`config.mk`:
```
export PLATFORM = sky130hd
export DESIGN_NAME = kmkz_mem_arbiter
export DESIGN_NICKNAME = d
export VERILOG_FILES = /design/src/rtl/kmkz_mem_arbiter.sv
export SDC_FILE = /design/constraint.sdc
export NUM_CORES = 1
export LEC_CHECK = 0
export CORE_MARGIN = 2
export CORE_UTILIZATION = 44
export CTS_CLUSTER_DIAMETER = 60
export DETAILED_ROUTE_END_ITERATION = 8
export PLACE_DENSITY_LB_ADDON = 0.2
export SLEW_MARGIN = 20
export SYNTH_ARGS = -nofsm -noshare
export SYNTH_HDL_FRONTEND = slang
export SYNTH_SLANG_ARGS = --single-unit
export TNS_END_PERCENT = 20
```
`constraint.sdc`:
```
create_clock -name clk_i -period 1.8 [get_ports clk_i]
set_input_delay 0.18 -clock clk_i [delete_from_list [all_inputs] [get_ports clk_i]]
set_output_delay 0.18 -clock clk_i [all_outputs]
set_load 0.1 [all_outputs]
```
`src/rtl/kmkz_mem_arbiter.sv`:
```
// Arbiter sharing one single-port memory bus between the instruction-fetch and data ports.
// Data accesses win unless fetch has been passed over g_im_starve_limit times in a row.
module kmkz_mem_arbiter #(
    parameter int unsigned g_im_starve_limit = 4
) (
    input  logic        clk_i,
    input  logic        rst_i,
    input  logic [31:0] im_addr_i,
    output logic [31:0] im_data_o,
    output logic        im_valid_o,
    input  logic [31:0] dm_addr_i,
    input  logic [31:0] dm_data_s_i,
    input  logic [3:0]  dm_data_select_i,
    input  logic        dm_load_i,
    input  logic        dm_store_i,
    output logic        dm_ready_o,
    output logic [31:0] dm_data_l_o,
    output logic        dm_load_done_o,
    output logic        dm_store_done_o,
    output logic [31:0] bus_addr_o,
    output logic [31:0] bus_wdata_o,
    output logic [3:0]  bus_sel_o,
    output logic        bus_we_o,
    output logic        bus_req_o,
    input  logic        bus_ack_i,
    input  logic [31:0] bus_rdata_i
);

    localparam logic [3:0] STARVE_LIMIT = 4'(g_im_starve_limit);

    typedef enum logic [1:0] {ST_IDLE, ST_IM, ST_DM} state_t;

    state_t      state, state_nx;
    logic        pend_valid, pend_valid_nx, pend_we;
    logic [31:0] pend_addr, pend_wdata, im_tag;
    logic [3:0]  pend_sel, starve_cnt;

    logic        dm_accept, dm_any, grant_dm, dm_ack;
    logic [31:0] req_addr, req_wdata;
    logic [3:0]  req_sel;
    logic        req_we;

    logic [31:0] bus_addr_nx, bus_wdata_nx, im_data_nx, dm_data_l_nx;
    logic [3:0]  bus_sel_nx;
    logic        bus_req_nx, bus_we_nx, im_valid_nx;
    logic        dm_load_done_nx, dm_store_done_nx, dm_ready_nx;

    // A request arriving in an IDLE cycle is dispatched straight away so
    // back-to-back data accesses do not lose a cycle to the pending slot.
    assign dm_accept = dm_ready_o & (dm_load_i | dm_store_i);
    assign dm_any    = pend_valid | dm_accept;
    assign grant_dm  = dm_any && (starve_cnt < STARVE_LIMIT);
    assign dm_ack    = (state == ST_DM) && bus_ack_i;

    assign req_addr  = pend_valid ? pend_addr  : dm_addr_i;
    assign req_wdata = pend_valid ? pend_wdata : dm_data_s_i;
    assign req_sel   = pend_valid ? pend_sel   : dm_data_select_i;
    assign req_we    = pend_valid ? pend_we    : dm_store_i;

    assign pend_valid_nx = dm_ack ? 1'b0 : (pend_valid | dm_accept);

    always_ff @(posedge clk_i) begin : state_reg
        // NOTE: sequential state uses non-blocking assignments so every
        // register samples pre-edge values regardless of process order.
        if (!rst_i) state <= ST_IDLE;
        else        state <= state_nx;
    end

    always_comb begin : next_state
        state_nx = state;
        case (state)
            ST_IDLE:      state_nx = grant_dm ? ST_DM : ST_IM;
            ST_IM, ST_DM: if (bus_ack_i) state_nx = ST_IDLE;
            default:      state_nx = ST_IDLE;
        endcase
    end

    always_comb begin : output_logic
        // NOTE: every output gets a default first, so no path leaves one
        // unassigned and no latch is inferred.
        bus_req_nx   = (state_nx != ST_IDLE);
        bus_addr_nx  = bus_addr_o;
        bus_wdata_nx = bus_wdata_o;
        bus_sel_nx   = bus_sel_o;
        bus_we_nx    = bus_we_o;
        if (state == ST_IDLE) begin
            if (grant_dm) begin
                bus_addr_nx  = req_addr;
                bus_wdata_nx = req_wdata;
                bus_sel_nx   = req_sel;
                bus_we_nx    = req_we;
            end else begin
                bus_addr_nx  = im_addr_i;
                bus_wdata_nx = '0;
                bus_sel_nx   = 4'hF;
                bus_we_nx    = 1'b0;
            end
        end
        // A fetch whose address moved while in flight is dropped silently.
        im_valid_nx      = (state == ST_IM) && bus_ack_i && (im_addr_i == im_tag);
        im_data_nx       = im_valid_nx ? bus_rdata_i : im_data_o;
        dm_load_done_nx  = dm_ack && !pend_we;
        dm_store_done_nx = dm_ack && pend_we;
        dm_data_l_nx     = dm_load_done_nx ? bus_rdata_i : dm_data_l_o;
        dm_ready_nx      = !pend_valid_nx;
    end

    always_ff @(posedge clk_i) begin : output_reg
        if (!rst_i) begin
            bus_req_o       <= 1'b0;
            bus_addr_o      <= '0;
            bus_wdata_o     <= '0;
            bus_sel_o       <= '0;
            bus_we_o        <= 1'b0;
            im_valid_o      <= 1'b0;
            im_data_o       <= '0;
            dm_load_done_o  <= 1'b0;
            dm_store_done_o <= 1'b0;
            dm_data_l_o     <= '0;
            dm_ready_o      <= 1'b0;
        end else begin
            bus_req_o       <= bus_req_nx;
            bus_addr_o      <= bus_addr_nx;
            bus_wdata_o     <= bus_wdata_nx;
            bus_sel_o       <= bus_sel_nx;
            bus_we_o        <= bus_we_nx;
            im_valid_o      <= im_valid_nx;
            im_data_o       <= im_data_nx;
            dm_load_done_o  <= dm_load_done_nx;
            dm_store_done_o <= dm_store_done_nx;
            dm_data_l_o     <= dm_data_l_nx;
            dm_ready_o      <= dm_ready_nx;
        end
    end

    always_ff @(posedge clk_i) begin : datapath_reg
        if (!rst_i) begin
            pend_valid <= 1'b0;
            pend_addr  <= '0;
            pend_wdata <= '0;
            pend_sel   <= '0;
            pend_we    <= 1'b0;
            starve_cnt <= '0;
            im_tag     <= '0;
        end else begin
            pend_valid <= pend_valid_nx;
            if (dm_accept) begin
                pend_addr  <= dm_addr_i;
                pend_wdata <= dm_data_s_i;
                pend_sel   <= dm_data_select_i;
                pend_we    <= dm_store_i;
            end
            // Counter only increments while below the limit, so it saturates there.
            if (state == ST_IDLE) begin
                if (grant_dm) begin
                    starve_cnt <= starve_cnt + 4'd1;
                end else begin
                    starve_cnt <= '0;
                    im_tag     <= im_addr_i;
                end
            end
        end
    end

endmodule

```
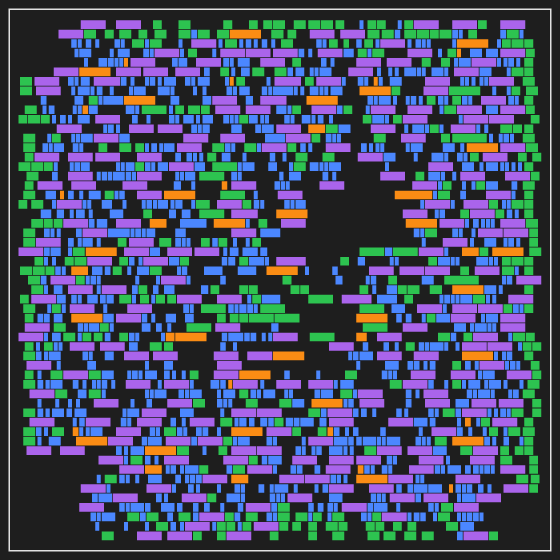
(run_1/class_map.png)
legend:
  purple:
    class: registers
    cells: 246
    share_of_their_area: 36%
  blue:
    class: remaining logic cells
    cells: 889
    share_of_their_area: 35%
  green:
    class: remaining buffers and delay cells
    cells: 344
    share_of_their_area: 23%
  orange:
    class: clock drivers and dummy loads
    cells: 49
    share_of_their_area: 6.2%
total core area: 22500 µm²
register share of the cell area: 34.9%

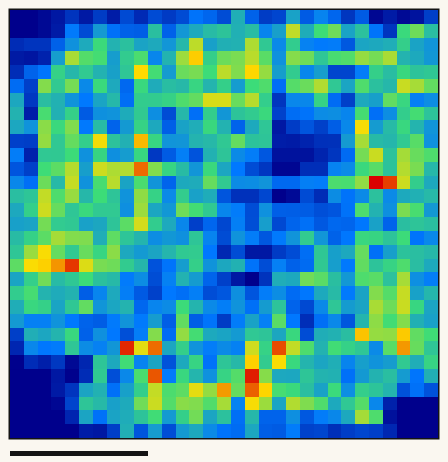
(run_1/route_heat.png)
Scale bar: 50 µm. 31 x 31 tiles, from dark blue (low) to red (high), scaled to the fullest tile. Values are wire area over tile area, all layers added.
tiles over half the peak: 21%
densest ninth of the die: west
mean over tiles: 0.20
fullest tile: 0.55
nearly empty tiles: 4.4%

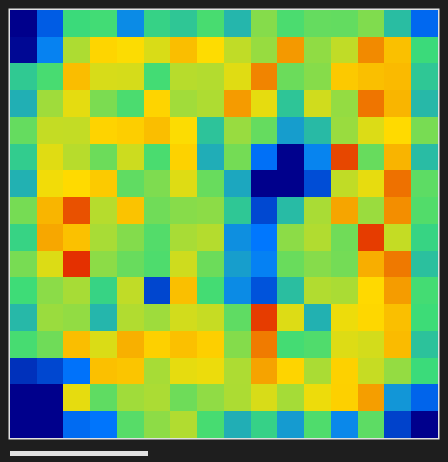
(run_1/util_map.png)
Scale bar: 50 µm. 16 x 16 tiles, from dark blue (low) to red (high), 0 to 100% covered.
fullest tile: 95%
nearly empty tiles: 3.9%
tiles over 75% full: 22%
mean over tiles: 57%

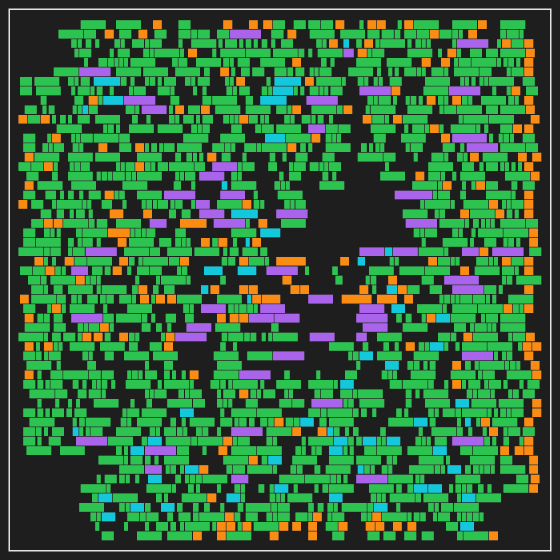
(run_1/sizing.png)
legend:
  orange:
    size: x3 and x4
    cells: 196
  cyan:
    size: x2
    cells: 56
  green:
    size: x1 and smaller
    cells: 1220
  purple:
    size: x6 and larger
    cells: 56
final std cell area, no fill: 14100 µm²
Plain + repair buffers: 344
final worst slack: -0.284 ns

==> PnR_summary.wiki, run 1 <==
=== Physical design figures ===
{| class="wikitable"
! Metric !! Value
|-
| Max Buffers Root-to-Sink || 3
|-
| Topmost layer with routed signal wires || met4
|-
| Maximum fanout count along the critical path || 8
|-
| Final global-route overflow total || 0
|-
| Setup crit end kind || flop
|-
| Synthesis Warnings || 0
|-
| Final setup violation count || 33
|-
| Post-layout util || 62.8%
|-
| Met1 demand-to-capacity share in global routing || 31.3%
|-
| Worst max-slew margin expressed relative to the limit || about 54%
|-
| Horizontal die dimension || 155 µm
|-
| CTS sink cnt || approximately 250
|-
| Simple-gate area share of the yosys netlist || 19.8%
|-
| Placed cells || 1760
|-
| Multi-input gate area in the final layout || between 4000 and 5000 µm²
|-
| CP max-delay cell || or4_4
|-
| CTS tree || yes
|-
| Number of slew-limit violations in the final report || 0
|-
| GRT Total Usage || 23.5%
|-
| Count of buffers from port buffering || approximately 270
|-
| Most common cell in the synthesized netlist || nand2_1
|-
| Placement row count || 55
|-
| Power consumed by the clock network || 5.36 mW
|-
| Final worst slack || -0.284 ns
|-
| Detailed route wirelength on metal3 || approximately 2100 µm
|-
| Sequential fraction of design power || 36.6%
|-
| Depth of the critical timing path with buffers and inverters included || 8
|-
| Internal reg-to-reg setup slack || -0.28 ns
|-
| Max stage delay on crit path || 0.53 ns
|-
| Number of flops mapped to enable cells by yosys || 0
|-
| Terminus of the critical flop-to-flop path || im_data_o[31]
|-
| Area leader, netlist || dfxtp_1
|-
| Area delta synth->final || 40.7%
|-
| Outcome || finished, violations left
|-
| Stage-log warning count || 32
|-
| Number of antenna diodes || 0
|-
| Top Usage Layer GRT || met2
|-
| Unique cell type count in the Yosys netlist || 35
|-
| Area fraction in xor and xnor cells || 2.79%
|-
| Combined buffer and inverter count along the critical path || 3
|-
| Post-detail-place hpwl || 19500 µm
|-
| Via Count || 9314
|-
| H-tree depth || 1
|-
| Largest family of logic cells by area || simple AND/OR/NAND/NOR gates
|-
| Fp_density || 44.7%
|-
| Drt total wl || 29600 µm
|-
| Most instantiated cells after synthesis || nand2_1 (436), dfxtp_1 (246), a21oi_1 (203)
|-
| Violations in the final reports || setup timing
|-
| Adder Share, Synth || 0.622%
|-
| Syn Std Cell Area || ~10000 µm²
|-
| Switching power || roughly 6.3 mW
|-
| Synthesized netlist cell count || 1232
|-
| Accumulated negative setup slack || -7.11 ns
|-
| Req. time, crit path || approximately 2.2 ns
|-
| Clock network fraction of total power || a little under a third
|-
| Post-CTS Setup Bufs || 1
|-
| Count of instantiated cells in the yosys netlist || around 1200
|-
| Post-synth top flop || dfxtp_1
|-
| Synthesized flop and latch total || around 250
|-
| Cell class with the largest area share || flip-flops and latches
|-
| Clock network area share || between 6 and 7%
|-
| Maximum ir drop on the vdd rail || 0.804 mV
|-
| Sequential cell area || about 5000 µm²
|-
| Post-route ant nets || 0
|-
| Combinational share of cell area || 33.8%
|-
| Routed wire per std cell || 16.3 µm
|-
| Transition time of the tightest slew-check pin || approximately 0.7 ns
|-
| Area fraction in compound gates after synthesis || 13.4%
|-
| Layout multi-input combinational cell count || about 900
|-
| Sort of element at the start of the critical path || flop
|-
| Cell Area, Placed || 13100 µm²
|-
| Sequential cell count || 246
|-
| Static power due to leakage || 5.52 nW
|-
| Share of the yosys chip area belonging to registers || 49.0%
|-
| Group with the largest share of power || sequential cells
|-
| Post-layout period usage || 116%
|-
| Filler-free cell count of the finished design || 1813
|-
| Total die size || 24100 µm²
|-
| Total power consumption of the routed design || approximately 17 mW
|-
| Net total in the final layout || 1650
|}
==> run_1/congestion_map.png <==
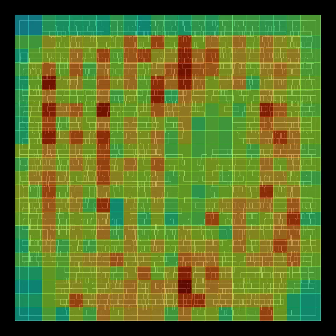

## Run 2: what changed since run 1
--- a/config.mk
+++ b/config.mk
@@ -5,7 +5,6 @@
 export SDC_FILE = /design/constraint.sdc
 export NUM_CORES = 1
 export LEC_CHECK = 0
-export CORE_MARGIN = 2
 export CORE_UTILIZATION = 44
 export CTS_CLUSTER_DIAMETER = 60
 export DETAILED_ROUTE_END_ITERATION = 8
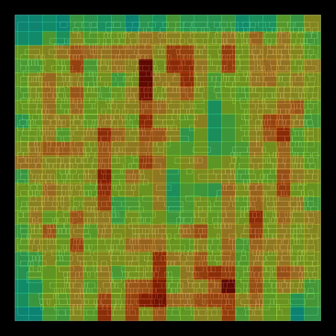
(run_2/congestion_map.png)
GRT Total Usage: 24.4%
met3 track demand over resource: 5.76%
met2 track demand over resource: 40.4%
met1 demand-to-capacity share in global routing: 31.3%

==> run 2 against run 1 <==
Net effect: wire length fell by 0.75%; synthesized cell count stayed put; utilization grew 1.1 points; clock power decreased by 4.1%; largest cell class unchanged; total power decreased by 1.0%; the flow still finishes with violations (setup timing); cell count is 0.39% lower; via count rose by 1.0%.
==> PnR_summary.wiki, run 2 <==
=== Physical design figures ===
{| class="wikitable"
! Metric !! Value
|-
| Area delta synth->final || 40.4%
|-
| Placement row count || 54
|-
| Final worst slack || -0.280 ns
|-
| Filler-free cell count of the finished design || approximately 1800
|-
| Horizontal die dimension || between 150 and 200 µm
|-
| H-tree depth || 1
|-
| Group with the largest share of power || sequential cells
|-
| Sequential cell count || between 200 and 250
|-
| Area fraction in compound gates after synthesis || 13.4%
|-
| Maximum fanout count along the critical path || 8
|-
| Power consumed by the clock network || a little over 5 mW
|-
| Final std cell area, no fill || 14100 µm²
|-
| Placed cells || between 1500 and 2000
|-
| Switching power || 6.28 mW
|-
| Sort of element at the start of the critical path || flop
|-
| Sequential fraction of design power || 37.1%
|-
| Stage-log warning count || 32
|-
| Simple-gate area share of the yosys netlist || 19.8%
|-
| Area fraction in xor and xnor cells || 2.79%
|-
| Fp_density || about 45%
|-
| Post-layout period usage || 116%
|-
| Routed wire per std cell || 16.3 µm
|-
| Count of buffers from port buffering || 274
|-
| Most instantiated cells after synthesis || nand2_1 (436), dfxtp_1 (246), a21oi_1 (203)
|-
| Terminus of the critical flop-to-flop path || im_data_o[12]
|-
| Synthesized netlist cell count || 1232
|-
| CTS sink cnt || 246
|-
| CTS tree || yes
|-
| Post-synth top flop || dfxtp_1
|-
| Plain + repair buffers || 346
|-
| Cell Area, Placed || 13200 µm²
|-
| Combinational share of cell area || roughly 34%
|-
| Post-layout util || 63.9%
|-
| Clock network area share || 5.79%
|-
| Violations in the final reports || setup timing
|-
| Clock network fraction of total power || between 30% and 40%
|-
| Count of instantiated cells in the yosys netlist || 1232
|-
| Share of the yosys chip area belonging to registers || 49.0%
|-
| Maximum ir drop on the vdd rail || 1.06 mV
|-
| Total core area || approximately 22000 µm²
|-
| Sequential cell area || 4940 µm²
|-
| Worst max-slew margin expressed relative to the limit || 62.7%
|-
| Total power consumption of the routed design || 16.9 mW
|-
| Synthesis Warnings || 0
|-
| Number of antenna diodes || 0
|-
| Via Count || 9408
|-
| Adder Share, Synth || less than 1%
|-
| Largest family of logic cells by area || simple AND/OR/NAND/NOR gates
|-
| Multi-input gate area in the final layout || 4790 µm²
|-
| Setup crit end kind || flop
|-
| Detailed route wirelength on metal3 || 2090 µm
|-
| Outcome || finished, violations left
|-
| Max stage delay on crit path || ~0.52 ns
|-
| Topmost layer with routed signal wires || met4
|-
| Depth of the critical timing path with buffers and inverters included || 9
|-
| Internal reg-to-reg setup slack || -0.28 ns
|-
| Post-route ant nets || 0
|-
| Transition time of the tightest slew-check pin || 0.560 ns
|-
| Final setup violation count || 33
|}
Power and IR drop assume default switching activity.
